Figure 1. Routed clock nets over the placement (run 1).
Scale bar: 50 microns.
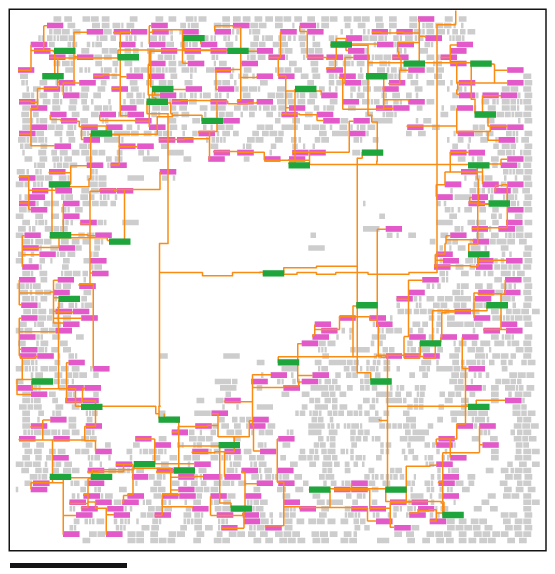
Figure 2. Pin map (run 1).
Pins as bars across the die edge, other pins in gray.
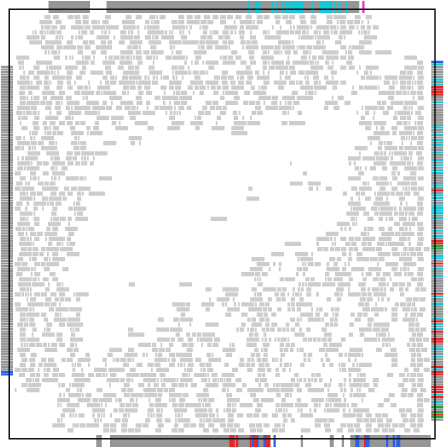
Figure 3. Signal wires on met4 (run 1).
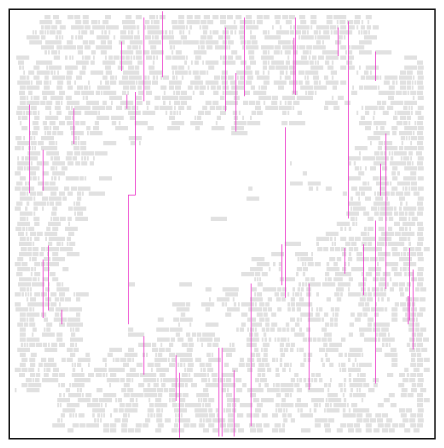
Figure 4. Routing congestion (run 1).
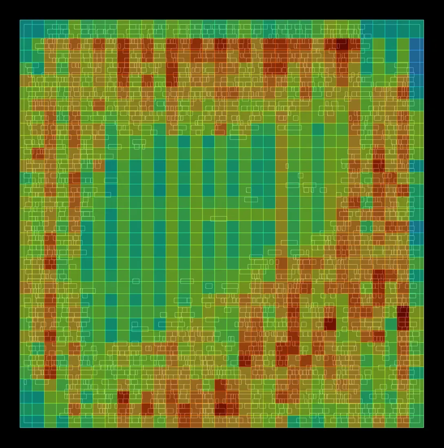
$ cat config.mk
export PLATFORM = sky130hd
export DESIGN_NAME = ysyx_22040237_idu_stage
export DESIGN_NICKNAME = d
export VERILOG_FILES = /design/src/rtl/ysyx_22040237_idu_stage.sv
export SDC_FILE = /design/constraint.sdc
export NUM_CORES = 1
export LEC_CHECK = 0
export CORE_AREA = 2 2 227 229
export CTS_CLUSTER_SIZE = 8
export DETAILED_ROUTE_END_ITERATION = 6
export DIE_AREA = 0 0 229 231
export SETUP_SLACK_MARGIN = 0.15
export SLEW_MARGIN = 0
export SYNTH_ARGS = -nofsm -noshare
export SYNTH_HDL_FRONTEND = slang
export SYNTH_SLANG_ARGS = --single-unit
export TNS_END_PERCENT = 10
$ cat constraint.sdc
create_clock -name clk -period 2.32 [get_ports clk]
set_clock_uncertainty 0.05 [all_clocks]
set_input_delay 0.348 -clock clk [delete_from_list [all_inputs] [get_ports clk]]
set_output_delay 0.348 -clock clk [all_outputs]
set_load 0.005 [all_outputs]
$ cat src/rtl/ysyx_22040237_idu_stage.sv
`default_nettype none
// ============================================================================
// Module   : ysyx_22040237_idu_stage
// Brief    : Registered RV32I/RV64I decode stage between IFU and EXU, with a
//            single-entry output register, valid/ready handshakes and flush.
//            Optional macro YSYX_22040237_IDU_ILLEGAL_TRAP_EN adds a sticky
//            illegal_o flag that blocks further input until reset.
// Revision : 1.0 - initial release
// ============================================================================
module ysyx_22040237_idu_stage #(
    parameter int XLEN   = 64,
    parameter int INFO_W = 15
) (
    input  logic              clk,
    input  logic              rst,
    input  logic              in_valid,
    output logic              in_ready,
    input  logic [31:0]       inst_i,
    input  logic [XLEN-1:0]   pc_i,
    input  logic              flush_i,
    output logic [4:0]        rs1_idx_o,
    output logic [4:0]        rs2_idx_o,
    input  logic [XLEN-1:0]   rs1_data_i,
    input  logic [XLEN-1:0]   rs2_data_i,
    output logic              out_valid,
    input  logic              out_ready,
    output logic [XLEN-1:0]   pc_o,
    output logic              rd_wr_en_o,
    output logic [4:0]        rd_idx_o,
    output logic [XLEN-1:0]   op1_o,
    output logic [XLEN-1:0]   op2_o,
    output logic [XLEN-1:0]   op1_jp_o,
    output logic [XLEN-1:0]   op2_jp_o,
    output logic [INFO_W-1:0] exu_info_o,
    output logic              word_op_o,
    output logic              ls_load_o,
    output logic              ls_store_o,
    output logic [1:0]        ls_size_o,
`ifdef YSYX_22040237_IDU_ILLEGAL_TRAP_EN
    output logic              illegal_o,
`endif
    output logic              ls_unsigned_o
);

    localparam logic [6:0]  c_OPC_LOAD    = 7'b0000011;
    localparam logic [6:0]  c_OPC_OPIMM   = 7'b0010011;
    localparam logic [6:0]  c_OPC_AUIPC   = 7'b0010111;
    localparam logic [6:0]  c_OPC_OPIMM32 = 7'b0011011;
    localparam logic [6:0]  c_OPC_STORE   = 7'b0100011;
    localparam logic [6:0]  c_OPC_OP      = 7'b0110011;
    localparam logic [6:0]  c_OPC_LUI     = 7'b0110111;
    localparam logic [6:0]  c_OPC_OP32    = 7'b0111011;
    localparam logic [6:0]  c_OPC_BRANCH  = 7'b1100011;
    localparam logic [6:0]  c_OPC_JALR    = 7'b1100111;
    localparam logic [6:0]  c_OPC_JAL     = 7'b1101111;
    localparam logic [6:0]  c_OPC_SYSTEM  = 7'b1110011;
    localparam logic [31:0] c_INST_EBREAK = 32'h0010_0073;
    localparam bit          c_RV64        = (XLEN == 64);

    // Unit select codes in exu_info[2:0]; op one-hot bits start at bit 3.
    localparam logic [2:0]  c_UNIT_ALU = 3'd1;
    localparam logic [2:0]  c_UNIT_BJP = 3'd2;
    localparam logic [2:0]  c_UNIT_LS  = 3'd3;
    localparam logic [2:0]  c_UNIT_SYS = 3'd4;

    localparam int c_ALU_ADD  = 3;
    localparam int c_ALU_SUB  = 4;
    localparam int c_ALU_SLL  = 5;
    localparam int c_ALU_SLT  = 6;
    localparam int c_ALU_SLTU = 7;
    localparam int c_ALU_XOR  = 8;
    localparam int c_ALU_SRL  = 9;
    localparam int c_ALU_SRA  = 10;
    localparam int c_ALU_OR   = 11;
    localparam int c_ALU_AND  = 12;
    localparam int c_ALU_LUI  = 13;

    localparam int c_BJP_JAL  = 3;
    localparam int c_BJP_JALR = 4;
    localparam int c_BJP_BEQ  = 5;
    localparam int c_BJP_BNE  = 6;
    localparam int c_BJP_BLT  = 7;
    localparam int c_BJP_BGE  = 8;
    localparam int c_BJP_BLTU = 9;
    localparam int c_BJP_BGEU = 10;

    localparam int c_LS_LOAD    = 3;
    localparam int c_LS_STORE   = 4;
    localparam int c_SYS_EBREAK = 3;

    localparam logic [XLEN-1:0] c_FOUR = XLEN'(4);

    function automatic logic [XLEN-1:0] sext32(input logic [31:0] v);
        return XLEN'($signed(v));
    endfunction

    // alt selects SUB/SRA; callers pass 0 where bit 30 is an immediate bit.
    function automatic logic [14:0] alu_info(input logic [2:0] f3, input logic alt);
        logic [14:0] v;
        v      = '0;
        v[2:0] = c_UNIT_ALU;
        case (f3)
            3'b000:  v[alt ? c_ALU_SUB : c_ALU_ADD] = 1'b1;
            3'b001:  v[c_ALU_SLL]                   = 1'b1;
            3'b010:  v[c_ALU_SLT]                   = 1'b1;
            3'b011:  v[c_ALU_SLTU]                  = 1'b1;
            3'b100:  v[c_ALU_XOR]                   = 1'b1;
            3'b101:  v[alt ? c_ALU_SRA : c_ALU_SRL] = 1'b1;
            3'b110:  v[c_ALU_OR]                    = 1'b1;
            default: v[c_ALU_AND]                   = 1'b1;
        endcase
        return v;
    endfunction

    logic [6:0]      w_opcode;
    logic [2:0]      w_funct3;
    logic [6:0]      w_funct7;
    logic [4:0]      w_rd;
    logic [XLEN-1:0] w_imm_i, w_imm_s, w_imm_b, w_imm_u, w_imm_j;
    logic            w_sh_logic, w_sh_arith;
    logic            w_valid, w_wr_rd, w_word, w_load, w_store, w_uns;
    logic [1:0]      w_size;
    logic [14:0]     w_info15;
    logic [XLEN-1:0] w_op1, w_op2, w_op1_jp, w_op2_jp;
    logic            w_fire;

    assign w_opcode  = inst_i[6:0];
    assign w_funct3  = inst_i[14:12];
    assign w_funct7  = inst_i[31:25];
    assign w_rd      = inst_i[11:7];
    assign rs1_idx_o = inst_i[19:15];
    assign rs2_idx_o = inst_i[24:20];

    assign w_imm_i = sext32({{20{inst_i[31]}}, inst_i[31:20]});
    assign w_imm_s = sext32({{20{inst_i[31]}}, inst_i[31:25], inst_i[11:7]});
    assign w_imm_b = sext32({{20{inst_i[31]}}, inst_i[7], inst_i[30:25], inst_i[11:8], 1'b0});
    assign w_imm_u = sext32({inst_i[31:12], 12'b0});
    assign w_imm_j = sext32({{12{inst_i[31]}}, inst_i[19:12], inst_i[20], inst_i[30:21], 1'b0});

    // Legal upper immediate bits for shift-immediates depend on shamt width.
    generate
        if (XLEN == 64) begin : g_shamt64
            assign w_sh_logic = (inst_i[31:26] == 6'b000000);
            assign w_sh_arith = (inst_i[31:26] == 6'b010000);
        end else begin : g_shamt32
            assign w_sh_logic = (inst_i[31:25] == 7'b0000000);
            assign w_sh_arith = (inst_i[31:25] == 7'b0100000);
        end
    endgenerate

    always_comb begin
        w_valid  = 1'b0;
        w_wr_rd  = 1'b0;
        w_word   = 1'b0;
        w_load   = 1'b0;
        w_store  = 1'b0;
        w_uns    = 1'b0;
        w_size   = 2'd0;
        w_info15 = '0;
        w_op1    = rs1_data_i;
        w_op2    = rs2_data_i;
        w_op1_jp = '0;
        w_op2_jp = '0;
        case (w_opcode)
            c_OPC_OP: begin
                w_wr_rd  = 1'b1;
                w_info15 = alu_info(w_funct3, inst_i[30]);
                w_valid  = (w_funct7 == 7'b0000000) ||
                           ((w_funct7 == 7'b0100000) && ((w_funct3 == 3'b000) || (w_funct3 == 3'b101)));
            end
            c_OPC_OP32: begin
                w_wr_rd  = 1'b1;
                w_word   = 1'b1;
                w_info15 = alu_info(w_funct3, inst_i[30]);
                w_valid  = c_RV64 &&
                           (((w_funct7 == 7'b0000000) && (w_funct3 inside {3'b000, 3'b001, 3'b101})) ||
                            ((w_funct7 == 7'b0100000) && (w_funct3 inside {3'b000, 3'b101})));
            end
            c_OPC_OPIMM: begin
                w_wr_rd  = 1'b1;
                w_op2    = w_imm_i;
                w_info15 = alu_info(w_funct3, (w_funct3 == 3'b101) && inst_i[30]);
                case (w_funct3)
                    3'b001:  w_valid = w_sh_logic;
                    3'b101:  w_valid = w_sh_logic || w_sh_arith;
                    default: w_valid = 1'b1;
                endcase
            end
            c_OPC_OPIMM32: begin
                w_wr_rd  = 1'b1;
                w_word   = 1'b1;
                w_op2    = w_imm_i;
                w_info15 = alu_info(w_funct3, (w_funct3 == 3'b101) && inst_i[30]);
                w_valid  = c_RV64 &&
                           ((w_funct3 == 3'b000) ||
                            ((w_funct3 == 3'b001) && (w_funct7 == 7'b0000000)) ||
                            ((w_funct3 == 3'b101) && ((w_funct7 == 7'b0000000) || (w_funct7 == 7'b0100000))));
            end
            c_OPC_LOAD: begin
                w_wr_rd             = 1'b1;
                w_load              = 1'b1;
                w_op2               = w_imm_i;
                w_size              = w_funct3[1:0];
                w_uns               = w_funct3[2];
                w_info15[2:0]       = c_UNIT_LS;
                w_info15[c_LS_LOAD] = 1'b1;
                w_valid             = (w_funct3 inside {3'b000, 3'b001, 3'b010, 3'b100, 3'b101}) ||
                                      (c_RV64 && (w_funct3 inside {3'b011, 3'b110}));
            end
            c_OPC_STORE: begin
                w_store              = 1'b1;
                w_op2                = w_imm_s;
                w_size               = w_funct3[1:0];
                w_info15[2:0]        = c_UNIT_LS;
                w_info15[c_LS_STORE] = 1'b1;
                w_valid              = !w_funct3[2] && ((w_funct3[1:0] != 2'b11) || c_RV64);
            end
            c_OPC_BRANCH: begin
                w_op1_jp      = pc_i;
                w_op2_jp      = w_imm_b;
                w_info15[2:0] = c_UNIT_BJP;
                w_valid       = (w_funct3[2:1] != 2'b01);
                case (w_funct3)
                    3'b000:  w_info15[c_BJP_BEQ]  = 1'b1;
                    3'b001:  w_info15[c_BJP_BNE]  = 1'b1;
                    3'b100:  w_info15[c_BJP_BLT]  = 1'b1;
                    3'b101:  w_info15[c_BJP_BGE]  = 1'b1;
                    3'b110:  w_info15[c_BJP_BLTU] = 1'b1;
                    default: w_info15[c_BJP_BGEU] = 1'b1;
                endcase
            end
            c_OPC_JAL: begin
                w_valid             = 1'b1;
                w_wr_rd             = 1'b1;
                w_op1               = pc_i;
                w_op2               = c_FOUR;
                w_op1_jp            = pc_i;
                w_op2_jp            = w_imm_j;
                w_info15[2:0]       = c_UNIT_BJP;
                w_info15[c_BJP_JAL] = 1'b1;
            end
            c_OPC_JALR: begin
                w_valid              = (w_funct3 == 3'b000);
                w_wr_rd              = 1'b1;
                w_op1                = pc_i;
                w_op2                = c_FOUR;
                w_op1_jp             = rs1_data_i;
                w_op2_jp             = w_imm_i;
                w_info15[2:0]        = c_UNIT_BJP;
                w_info15[c_BJP_JALR] = 1'b1;
            end
            c_OPC_LUI: begin
                w_valid             = 1'b1;
                w_wr_rd             = 1'b1;
                w_op2               = w_imm_u;
                w_info15[2:0]       = c_UNIT_ALU;
                w_info15[c_ALU_LUI] = 1'b1;
            end
            c_OPC_AUIPC: begin
                w_valid             = 1'b1;
                w_wr_rd             = 1'b1;
                w_op1               = pc_i;
                w_op2               = w_imm_u;
                w_info15[2:0]       = c_UNIT_ALU;
                w_info15[c_ALU_ADD] = 1'b1;
            end
            c_OPC_SYSTEM: begin
                w_valid                = (inst_i == c_INST_EBREAK);
                w_info15[2:0]          = c_UNIT_SYS;
                w_info15[c_SYS_EBREAK] = 1'b1;
            end
            default: w_valid = 1'b0;
        endcase
        // Anything not recognised leaves as a bubble with no side effects.
        if (!w_valid) begin
            w_wr_rd  = 1'b0;
            w_word   = 1'b0;
            w_load   = 1'b0;
            w_store  = 1'b0;
            w_uns    = 1'b0;
            w_size   = 2'd0;
            w_info15 = '0;
        end
    end

    logic              r_out_valid;
    logic [XLEN-1:0]   r_pc, r_op1, r_op2, r_op1_jp, r_op2_jp;
    logic              r_rd_wr_en, r_word, r_load, r_store, r_uns;
    logic [4:0]        r_rd_idx;
    logic [1:0]        r_size;
    logic [INFO_W-1:0] r_info;

`ifdef YSYX_22040237_IDU_ILLEGAL_TRAP_EN
    logic r_illegal;
    assign in_ready  = !r_illegal && (!r_out_valid || out_ready);
    assign illegal_o = r_illegal;
`else
    assign in_ready  = !r_out_valid || out_ready;
`endif

    assign w_fire = in_valid && in_ready;

    always_ff @(posedge clk) begin
        if (rst) begin
            r_out_valid <= 1'b0;
            r_pc        <= '0;
            r_op1       <= '0;
            r_op2       <= '0;
            r_op1_jp    <= '0;
            r_op2_jp    <= '0;
            r_rd_wr_en  <= 1'b0;
            r_rd_idx    <= 5'd0;
            r_info      <= '0;
            r_word      <= 1'b0;
            r_load      <= 1'b0;
            r_store     <= 1'b0;
            r_size      <= 2'd0;
            r_uns       <= 1'b0;
`ifdef YSYX_22040237_IDU_ILLEGAL_TRAP_EN
            r_illegal   <= 1'b0;
`endif
        end else begin
            if (flush_i) begin
                r_out_valid <= 1'b0;
            end else if (w_fire) begin
                r_out_valid <= 1'b1;
            end else if (out_ready) begin
                r_out_valid <= 1'b0;
            end
            if (w_fire && !flush_i) begin
                r_pc       <= pc_i;
                r_op1      <= w_op1;
                r_op2      <= w_op2;
                r_op1_jp   <= w_op1_jp;
                r_op2_jp   <= w_op2_jp;
                r_rd_wr_en <= w_wr_rd && (w_rd != 5'd0);
                r_rd_idx   <= w_rd;
                r_info     <= INFO_W'(w_info15);
                r_word     <= w_word;
                r_load     <= w_load;
                r_store    <= w_store;
                r_size     <= w_size;
                r_uns      <= w_uns;
`ifdef YSYX_22040237_IDU_ILLEGAL_TRAP_EN
                if (!w_valid) begin
                    r_illegal <= 1'b1;
                end
`endif
            end
        end
    end

    assign out_valid     = r_out_valid;
    assign pc_o          = r_pc;
    assign op1_o         = r_op1;
    assign op2_o         = r_op2;
    assign op1_jp_o      = r_op1_jp;
    assign op2_jp_o      = r_op2_jp;
    assign rd_wr_en_o    = r_rd_wr_en;
    assign rd_idx_o      = r_rd_idx;
    assign exu_info_o    = r_info;
    assign word_op_o     = r_word;
    assign ls_load_o     = r_load;
    assign ls_store_o    = r_store;
    assign ls_size_o     = r_size;
    assign ls_unsigned_o = r_uns;

endmodule
`default_nettype wire

==> GITHUB_STEP_SUMMARY, run 1 <==
### Flow metrics

| Metric | Value |
|---|---|
| Int Pwr | 9.861 mW |
| Post-synthesis share of cell area spent on and-or and or-and gates | 22.86% |
| Multi-input gate share of total cell area | between 20% and 30% |
| Cell row count | just over 80 |
| Number of well taps | 680 |
| Critical path endpoint category | output port |
| Clock Path Buffers | 3 |
| Num CTS Buffers | about 43 |
| Startpoint of the most critical hold path | rst |
| Endpoint of the worst setup timing path | op2_jp_o[50] |
| Pleak | about 8.3 nW |
| Fill cells | around 5000 |
| EDFF count, synth | 0 |
| Die extent in y | approximately 230 microns |
| Critical path type | reg2out |
| Sequential share of cell area | 27.80% |
| Final instance count without filler cells | 2837 |
| Reg-to-Reg End | pc_o[42] |
| Sequential share of power | roughly 42% |
| Reg area | 6086 sq um |
| Drc violations | 0 |
| Heaviest power group | clock |
| Placed Area | about 21000 sq um |
| Power consumed by combinational cells | 2.02 mW |
| Area reported by Yosys stat | around 13000 sq um |
| Cell class ranked first by area | non-clock buffers |
| #FFs+latches synth | between 300 and 400 |
| Result of the run | completed |
| Max-Cap Viols | 0 |
| Clock tree from TritonCTS | done |
| Final net count | 2385 |
| Sw Ratio | 25.14% |
| Worst endpoint data arrival time | around 1700 ps |
| Gate power share | ~15% |
| Postcts setup bufs | 0 |
| Highest ir drop seen on vdd | 0.4934 mV |
| Number of diodes | 0 |
| Drt initial violations | 740 |
| Dominant comb cell | AND-OR/OR-AND gates |
| Maximum fanout along the worst path | approximately 45 |
| Total via count in the routed design | 13991 |
| Final max-slew violation count | 0 |
| Fin Setup TNS | 0 ps |
| Chip width | 229 microns |
| Net switching component of the power | 3.313 mW |
| Hold crit path type | in2reg |
| Most frequent cells in the layout | sky130_fd_sc_hd__clkdlybuf4s50_1, sky130_fd_sc_hd__dfxtp_1, sky130_fd_sc_hd__nor2_1 |
| Min Clock Period, post-route | about 2100 ps |
| Syn-to-layout area delta | 63.77% |
Notes on Figure 1 above:
[green] cells driving clock nets | count: 43
[magenta] flip-flops | count: 304
[orange] clock wires | length: 4770 microns
flops lie: spread over the die
clock share of power: 42.4%
insertion delay of the later-clocked pin in the worst-skew pair: 550 ps
Clk. pwr: 5.59 mW

Notes on Figure 2 above:
[magenta] `clk` | pins: 1 | direction: input | edge: north
[red] `inst_i` | pins: 32 | direction: input | edge: 21 east, 11 south
[blue] `exu_info_o` | pins: 15 | direction: output | edge: 12 south, 2 west, 1 east
[cyan] `rs2_data_i` | pins: 64 | direction: input | edge: 37 east, 27 north
[green] `rs2_idx_o` | pins: 5 | direction: output | edge: east
all pins by edge: 173 north, 149 south, 143 east, 123 west

Notes on Figure 3 above:
nets with wire on the layer: 25
main direction: vertical
wire length on this layer: 1500 microns

Notes on Figure 4 above:
global routing usage on met2: 35.84%
global-route met3 utilization: 4.928%
average wire length per cell after detail routing: 20.31 microns
GRT busiest layer: met2
met1 track demand over resource: 25.50%

## run 1: cell usage after synthesis, drive strengths merged (14+ instances only)
| master | instances |
|---|---|
| dfxtp | 304 |
| mux2i | 64 |
| o21ai | 17 |
| a21oi | 89 |
| nand3 | 14 |
| a22o | 64 |
| a211oi | 105 |
| a22oi | 73 |
| a2111oi | 18 |
| nand2 | 212 |
| nor4 | 25 |
| a221oi | 15 |
| clkbuf | 98 |
| buf | 99 |
| nor3 | 41 |
| nor2 | 222 |
## run 1: flip-flops by register name, summed over array words and instances (netlist names)
| name | cells |
|---|---|
| rd_wr_en_o | 1 |
| op2_jp_o | 21 |
| ls_size_o | 2 |
| out_valid | 1 |
| op1_jp_o | 64 |
| rd_idx_o | 5 |
| ls_unsigned_o | 1 |
| word_op_o | 1 |
| exu_info_o | 14 |
| ls_store_o | 1 |
| ls_load_o | 1 |
| pc_o | 64 |
| op2_o | 64 |
| op1_o | 64 |
## run 1: metrics by stage
stage,total power [mW],util [%]
final,13.17,43.20
after global routing,13.73,43.20
after floorplan,6.344,-
after global placement,7.662,40.96
after detailed placement,7.688,40.96
after CTS,13.36,43.20
## run 1: worst max-delay path, cell delays in order, from the launching register on
cell and delay, ps:
sky130_fd_sc_hd__dfxtp_1 330, sky130_fd_sc_hd__buf_8 240, sky130_fd_sc_hd__clkdlybuf4s50_1 560
## run 1: metal layers
| layer | vias to the layer above | wire length, microns | GRT usage [%] |
|---|---|---|---|
| li1 | 6708 | - | - |
| met1 | 6651 | 23630 | 25.50 |
| met2 | 549 | 28190 | 35.84 |
| met3 | 83 | 4304 | 4.928 |
| met4 | 0 | 1503 | 6.818 |
| met5 | - | 0 | 0 |
## run 1: repair_timing
action                     in CTS  in global routing
setup endpoints to repair      44                 69
resized                         2                  1
gates cloned                    0                  0
hold buffers                    0                  0
Figure 5. Where the registers sit (run 1).
Other sequential cells in the stronger gray, the rest of the logic in the fainter gray.
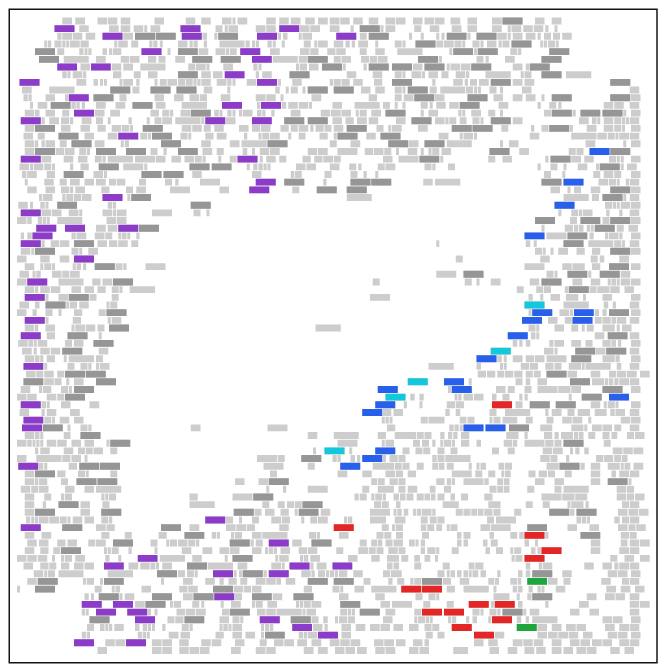

## Run 2: what changed since run 1
==> constraint.sdc (replaced) <==
create_clock -name clk -period 2.1 [get_ports clk]
set_clock_uncertainty 0.05 [all_clocks]
set_input_delay 0.315 -clock clk [delete_from_list [all_inputs] [get_ports clk]]
set_output_delay 0.315 -clock clk [all_outputs]
set_load 0.005 [all_outputs]
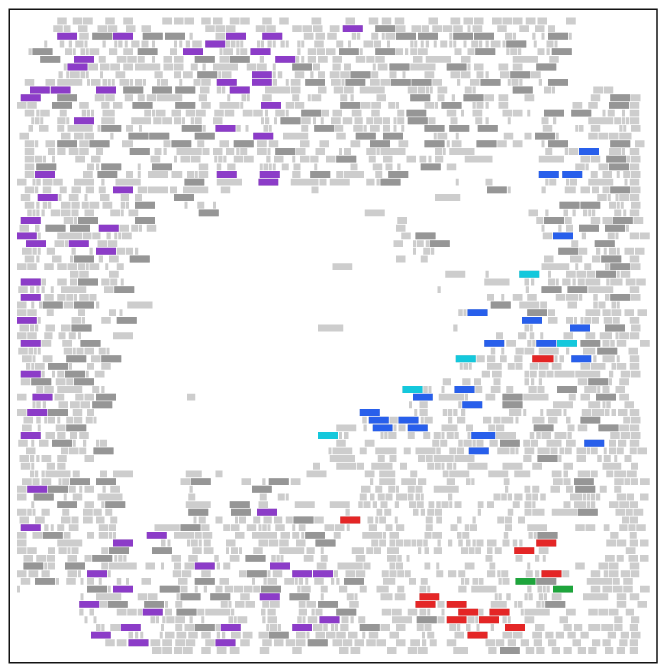
Figure 6: run 2, where the registers sit.
Other sequential cells in the stronger gray, the rest of the logic in the fainter gray.
[red] `exu_info_o` | sequential cells: 14 | where: south-east
[green] `ls_size_o` | sequential cells: 2
[cyan] `rd_idx_o` | sequential cells: 5
[purple] `pc_o` | sequential cells: 64
[blue] `op2_jp_o` | sequential cells: 21
not colored: 198

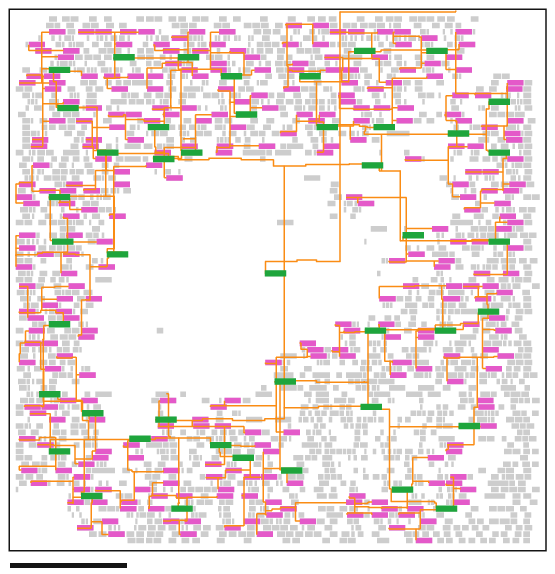
Figure 7: run 2, routed clock nets over the placement.
Scale bar: 50 microns.
[orange] clock wires | length: 4700 microns
[green] cells driving clock nets | count: 44
[magenta] flip-flops | count: 304
flops lie: spread over the die
insertion delay of the later-clocked pin in the worst-skew pair: 560 ps
Clk. pwr: 6.34 mW
clock share of power: 42.8%

==> run 2 against run 1 <==
Against the previous run: via count grew 1.3%; global-route usage shrank 0.068 points; sequential cell count is the same; critical path type is now in2reg; die area is the same; cell count grew 0.88%.
==> GITHUB_STEP_SUMMARY, run 2 <==
### Flow metrics

| Metric | Value |
|---|---|
| Final net count | 2405 (was 2385) |
| Global-route met3 utilization | 5.052% (was 4.928%) |
| Cells resized by post-CTS repair | 65 (was 2) |
| Highest ir drop seen on vdd | 0.6191 mV (was 0.4934 mV) |
| Startpoint of the most critical hold path | rs2_data_i[45] (was rst) |
| Global routing usage on met2 | 36.01% (was 35.84%) |
| Fill cells | 5027 (was 5108) |
| Chip width | 229 microns (unchanged) |
| Result of the run | completed (unchanged) |
| Fin Setup TNS | 0 ps (unchanged) |
| Critical path endpoint category | register (was output port) |
| Final max-slew violation count | 0 (unchanged) |
| Net switching component of the power | 3.798 mW (was 3.313 mW) |
| Sequential share of power | 41.6% (was 42.2%) |
| Postcts setup bufs | 0 (unchanged) |
| Gate power share | 15.6% (was 15.3%) |
| Total via count in the routed design | 14171 (was 13991) |
| Cell with the biggest individual delay on the critical path | sky130_fd_sc_hd__or3_1 (was sky130_fd_sc_hd__clkdlybuf4s50_1) |
| Clock tree from TritonCTS | done (unchanged) |
| Cells traversed along the worst timing path | clkdlybuf4s50_1 -> buf_4 -> nand4bb_1 -> or3_1 -> o32ai_1 -> a211oi_2 -> buf_12 -> o41ai_2 (was buf_8 -> clkdlybuf4s50_1) |
| Number of buffers and inverters on the critical path | 3 (was 2) |
| Area reported by Yosys stat | 13370 sq um (unchanged) |
| Drt initial violations | 739 (was 740) |
| Sw Ratio | 25.67% (was 25.14%) |
| Cell with the most instances after synthesis | sky130_fd_sc_hd__dfxtp_1 (unchanged) |
| #FFs+latches synth | 304 (unchanged) |
| Most used standard cells in the synthesized netlist | sky130_fd_sc_hd__dfxtp_1, sky130_fd_sc_hd__nor2_1, sky130_fd_sc_hd__nand2_1 (unchanged) |
| Worst endpoint data arrival time | 2380 ps (was 1710 ps) |
| Cell row count | 83 (unchanged) |
| Post-synthesis share of cell area spent on and-or and or-and gates | 22.86% (unchanged) |
| Die extent in y | 231 microns (unchanged) |
| Num CTS Buffers | 44 (was 43) |
| Drc violations | 0 (unchanged) |
| Maximum fanout along the worst path | 19 (was 45) |
| Delay of the slowest critical-path stage | 410 ps (was 560 ps) |
| Syn-to-layout area delta | 67.11% (was 63.77%) |
| CTS Hold Bufs | 1 (was 0) |
| Reg-to-Reg End | op2_o[12] (was pc_o[42]) |
| Min Clock Period, post-route | 1955 ps |
| Pleak | 8.806 nW (was 8.324 nW) |
| Most frequent cells in the layout | sky130_fd_sc_hd__clkdlybuf4s50_1, sky130_fd_sc_hd__dfxtp_1, sky130_fd_sc_hd__nor2_1 (unchanged) |
| Sum of routed wire segments on met1 | 24530 microns (was 23630 microns) |
| Overall power of the completed layout | 14.79 mW (was 13.17 mW) |
| Hold crit path type | in2reg (unchanged) |
| Met1 track demand over resource | 25.26% (was 25.50%) |
| Dominant comb cell | AND-OR/OR-AND gates (unchanged) |
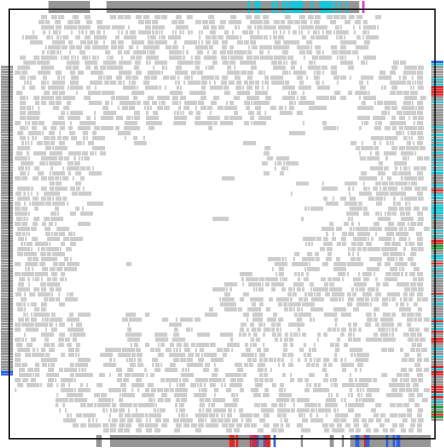
Figure 8: run 2, pin map.
Pins as bars across the die edge, other pins in gray.
[cyan] `rs2_data_i` | pins: 64 | direction: input | edge: 37 east, 27 north
[red] `inst_i` | pins: 32 | direction: input | edge: 21 east, 11 south
[blue] `exu_info_o` | pins: 15 | direction: output | edge: 12 south, 2 west, 1 east
[green] `rs2_idx_o` | pins: 5 | direction: output | edge: east
[magenta] `clk` | pins: 1 | direction: input | edge: north
all pins by edge: 173 north, 149 south, 143 east, 123 west

[run 2: cell counts after synthesis]
No cell type changed its count.
[run 2: worst max-delay path by stage]
stage | start | to | slack (ps) | cells past startpoint
3_3_place_gp | inst_i[3] | op1_jp_o[50] | -420 | 9
4_1_cts | op2_jp_o[62] | op2_jp_o[47] | 60 | 2
2_1_floorplan | inst_i[4] | op2_o[23] | 220 | 8
5_1_grt | inst_i[19] | exu_info_o[8] | 60 | 8
6_report | inst_i[2] | exu_info_o[8] | 140 | 8
3_5_place_dp | inst_i[3] | op1_jp_o[14] | -440 | 9
[run 2: area by class of cell]
cell class	count	area, sq um	share of cell area (%)
Tap cell	680	850.8	3.808
Multi-Input combinational cell	1035	6330	28.33
Clock buffer	46	1109	4.962
Timing Repair Buffer	782	7870	35.23
Sequential cell	304	6091	27.26
Inverter	9	33.78	0.1512
Clock inverter	5	55.05	0.2464
Antenna cell	1	2.502	0.01120
[run 2: power groups by stage]
stage               Clock [mW]  Sequential, mW  Combinational (mW)
detailed placement           0            6.26                2.25
CTS                       6.50            6.15                2.28
global route              6.71            6.17                2.47
floorplan                    0            6.27               0.742
global placement             0            6.25                2.23
finish                    6.34            6.15                2.31
[run 2: logic make-up (layout without fill, tap and decap cells)]
kind of cell    count (synthesis)  in the layout
compound gates                418            418
fa+ha+maj                       1              1
buf+inv                       206            842
flops                         304            304
mux                            64             64
other cells                     1              2
simple gates                  551            551
[run 2: through the flow]
stage | hold slack (ps) | std cells
after floorplan | 341.8 | 1545
after global placement | 391.0 | 2803
after detailed placement | 396.2 | 2803
after CTS | 226.4 | 2855
after global routing | 249.7 | 2861
final | 261.6 | 2862
Power figures rest on the tool's default switching activity, not on a simulated workload.
